--- src/rtl/psum_requant.sv ---
// psum_requant
//   Accumulates ACC_NUM signed partial sums per output activation. The bias is
//   added with the first partial sum of each group. The group total is then
//   rounded and arithmetically right-shifted. The result is passed through an
//   optional ReLU and saturated to a WDP-bit signed activation.
//
//   Pipeline:
//     Stage A  accumulate      (edge that accepts a psum)
//     Stage B  round/shift     (one edge after the last psum of a group)
//     Stage C  relu/saturate   (two edges after the last psum; q_en pulses)
//
// Ports
//   clk      in   rising-edge clock
//   rstn     in   asynchronous active-low reset
//   psum_en  in   partial-sum valid
//   psum     in   signed partial sum, WDP_IN bits
//   bias     in   signed bias, WDP_BIAS bits, used only with element 0 of a group
//   clr      in   synchronous group abort / frame start
//   q_en     out  one-cycle pulse, q valid
//   q        out  signed requantized activation, WDP bits, held between pulses
//   grp_cnt  out  index of the next expected psum in the current group
module psum_requant #(
  parameter int WDP_IN     = 17,
  parameter int WDP_BIAS   = 13,
  parameter int WDP        = 9,
  parameter int ACC_NUM    = 4,
  parameter int SHIFT      = 2,
  parameter int BIAS_SHIFT = 0,
  parameter int RELU_EN    = 1,
  parameter int WDP_ACC    = WDP_IN + $clog2(ACC_NUM) + 1
) (
  input  logic                       clk,
  input  logic                       rstn,
  input  logic                       psum_en,
  input  logic signed [WDP_IN-1:0]   psum,
  input  logic signed [WDP_BIAS-1:0] bias,
  input  logic                       clr,
  output logic                       q_en,
  output logic signed [WDP-1:0]      q,
  output logic [7:0]                 grp_cnt
);

  localparam logic [7:0] LAST_IDX = 8'(ACC_NUM - 1);
  // One guard bit so that adding the rounding constant can never wrap.
  localparam int RW = WDP_ACC + 1;
  localparam logic signed [RW-1:0] Q_MAX = {{(RW-WDP+1){1'b0}}, {(WDP-1){1'b1}}};
  localparam logic signed [RW-1:0] Q_MIN = {{(RW-WDP+1){1'b1}}, {(WDP-1){1'b0}}};

  logic signed [WDP_ACC-1:0] acc_q, acc_d;
  logic [7:0]                grp_cnt_q, grp_cnt_d;
  logic                      done_q;     // acc holds a finished group (Stage B runs)
  logic                      r_vld_q;    // r holds a finished group (Stage C runs)
  logic signed [RW-1:0]      r_q, r_d;
  logic signed [WDP-1:0]     q_q, q_d;
  logic                      q_en_q;

  // ---------------- Stage A: accumulate ----------------
  logic signed [WDP_ACC-1:0] psum_ext;
  logic signed [WDP_ACC-1:0] bias_ext;
  logic [7:0]                idx;
  logic                      last;

  assign psum_ext = {{(WDP_ACC-WDP_IN){psum[WDP_IN-1]}}, psum};
  assign bias_ext = {{(WDP_ACC-WDP_BIAS){bias[WDP_BIAS-1]}}, bias} <<< BIAS_SHIFT;

  // clr together with psum_en makes this psum element 0 of a fresh group.
  assign idx  = clr ? 8'd0 : grp_cnt_q;
  assign last = psum_en && (idx == LAST_IDX);

  always_comb begin
    acc_d     = acc_q;
    grp_cnt_d = grp_cnt_q;
    if (psum_en) begin
      acc_d     = (idx == 8'd0) ? (psum_ext + bias_ext) : (acc_q + psum_ext);
      grp_cnt_d = last ? 8'd0 : (idx + 8'd1);
    end else if (clr) begin
      grp_cnt_d = 8'd0;
    end
  end

  // ---------------- Stage B: round half up, arithmetic shift ----------------
  logic signed [RW-1:0] acc_ext;
  assign acc_ext = {acc_q[WDP_ACC-1], acc_q};

  generate
    if (SHIFT > 0) begin : g_round
      localparam logic signed [RW-1:0] RND = RW'(1) <<< (SHIFT - 1);
      assign r_d = (acc_ext + RND) >>> SHIFT;
    end else begin : g_noround
      assign r_d = acc_ext;
    end
  endgenerate

  // ---------------- Stage C: relu + saturate ----------------
  always_comb begin
    q_d = q_q;
    if (r_vld_q) begin
      if ((RELU_EN != 0) && r_q[RW-1]) begin
        q_d = '0;
      end else if (r_q > Q_MAX) begin
        q_d = Q_MAX[WDP-1:0];
      end else if (r_q < Q_MIN) begin
        q_d = Q_MIN[WDP-1:0];
      end else begin
        q_d = r_q[WDP-1:0];
      end
    end
  end

  // ---------------- state registers ----------------
  always_ff @(posedge clk or negedge rstn) begin
    if (!rstn) begin
      acc_q     <= '0;
      grp_cnt_q <= '0;
      done_q    <= 1'b0;
      r_vld_q   <= 1'b0;
      r_q       <= '0;
      q_q       <= '0;
      q_en_q    <= 1'b0;
    end else begin
      acc_q     <= acc_d;
      grp_cnt_q <= grp_cnt_d;
      done_q    <= last;
      r_vld_q   <= done_q;
      if (done_q) begin
        r_q <= r_d;
      end
      q_q    <= q_d;
      q_en_q <= r_vld_q;
    end
  end

  assign q_en    = q_en_q;
  assign q       = q_q;
  assign grp_cnt = grp_cnt_q;

endmodule
--- config.mk ---
export PLATFORM = sky130hd
export DESIGN_NAME = psum_requant
export DESIGN_NICKNAME = d
export VERILOG_FILES = /design/src/rtl/psum_requant.sv
export SDC_FILE = /design/constraint.sdc
export NUM_CORES = 1
export LEC_CHECK = 0
export CORE_MARGIN = 5
export CORE_UTILIZATION = 55
export CTS_CLUSTER_DIAMETER = 80
export DETAILED_ROUTE_END_ITERATION = 8
export PLACE_DENSITY = 0.8
export SYNTH_ARGS = -nofsm -noshare
export SYNTH_HDL_FRONTEND = slang
export SYNTH_SLANG_ARGS = --single-unit
--- constraint.sdc ---
create_clock -name clk -period 7.7 [get_ports clk]
set_input_delay 1.54 -clock clk [delete_from_list [all_inputs] [get_ports clk]]
set_output_delay 1.54 -clock clk [all_outputs]
set_load 0.02 [all_outputs]
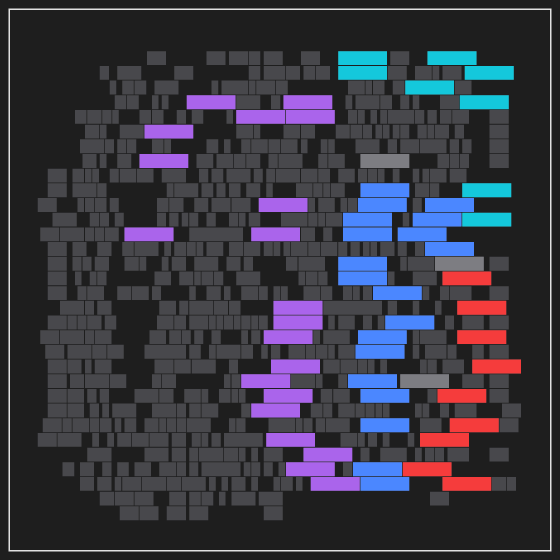
(images/registers.png)
Other sequential cells in the stronger grey, the rest of the logic in the fainter grey.
legend:
  r_q:
    colour: blue
    placed_flops: 19
  q:
    colour: red
    placed_flops: 9
  grp_cnt:
    colour: cyan
    placed_flops: 8
    where: top right
  acc_q:
    colour: purple
    placed_flops: 20
not coloured: 3

==> impl_metrics.toml <==
# implementation run metrics
[run_status]
outcome = "completed"

[grt]
first_global_vias = 3798
gr-total-overflow = 0
gr-usage-all-layers = 0.212
grt_antenna_before_repair = 0

[final_timing]
final.setup.tns_ns = 0
hold_viol_final = 0
whs_ns = 0.504
slew_violations = 0
skew_ns = 0.00879

[finish]
num-nonclk-inverters = 24
lay_top_cells = "sky130_fd_sc_hd__nor2_1, sky130_fd_sc_hd__dfrtp_1, sky130_fd_sc_hd__a21oi_1, sky130_fd_sc_hd__clkdlybuf4s50_1, sky130_fd_sc_hd__ha_1"
fillCellCount = 659
finish.utilization = 0.673
post_route_cells_drive_above_1_share = 0.0611
final_design_area_no_fill_sq_um = 5250
registers.top_by_ff_count = "acc_q"
flop-count = 59
logic_area_sq_um = 2830
non_clock_buffer_area_share = 0.102
design.final.nets = 643
comb_share = 0.538
final-seq-area_sq_um = 1480

[cts]
cts.sinks = 59
cts-buffers-inserted = 9
htreeDepth = 3
ctsHoldBuffers = 0

[setup_path]
timing.critical_path.arrival_ns = 4.21
worst-setup-path-type = "input pin to flop"
r2r_slack_ns = 4.97
worst_setup_path_endpoint = "acc_q[18]"
path_delay_family = "AND-OR/OR-AND gates"
regToRegEndpoint = "acc_q[18]"
critical_path_data_required_time_ns = 7.91
r2r_cells = 11

[floorplan]
chip_area_sq_um = 10000
num_rows = 32
die_h_microns = 100

[routing]
drt_pre_antenna_iters = 4
met3_wire_length_microns = 564
routed.top_layer = "met4"
drtAntennaViolNets = 0

[pwr]
sw_frac_of_total = 0.380
power.total_uw = 1390
power.combinational.fraction = 0.441
power.ir.vdd_worst_v = 0.0000941
power_leader = "combinational cells"
power.share.clock = 0.200
power.share.sequential = 0.358

[placement]
place_congestion = 0.940
place.detailed.instances = 659

[yosys]
topCellsByArea = "sky130_fd_sc_hd__dfrtp_1, sky130_fd_sc_hd__ha_1, sky130_fd_sc_hd__a21oi_1"
flop_cell = "sky130_fd_sc_hd__dfrtp_1"
syn-num-nets = 594
yosysTopAreaCellShare = 0.331
yosys-top-cells-count = "sky130_fd_sc_hd__dfrtp_1, sky130_fd_sc_hd__nor2_1, sky130_fd_sc_hd__a21oi_1"
ys_sh_simple = 0.194
cell_accounting_for_the_most_synthesized_area = "sky130_fd_sc_hd__dfrtp_1"
synth.yosys.seq_area_share = 0.331
synth_flops = 59
netlist-cell-type-count = 52
yosys-stat-area_sq_um = 4460
yosys.area_share.adder = 0.118
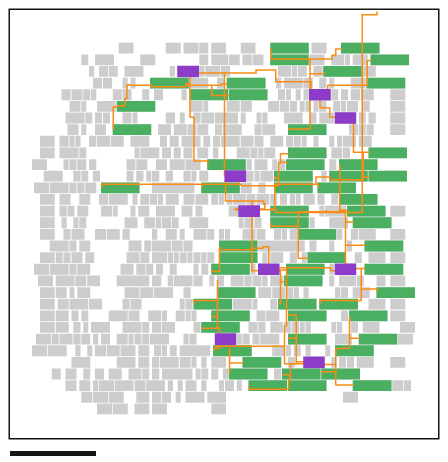
(images/clock_map.png)
The bar under the picture is 20 microns long.
legend:
  cells driving clock nets:
    colour: purple
    count: 9
  flip-flops:
    colour: green
    count: 59
  clock wires:
    colour: orange
    length: 759 microns
routed clock nets: 10

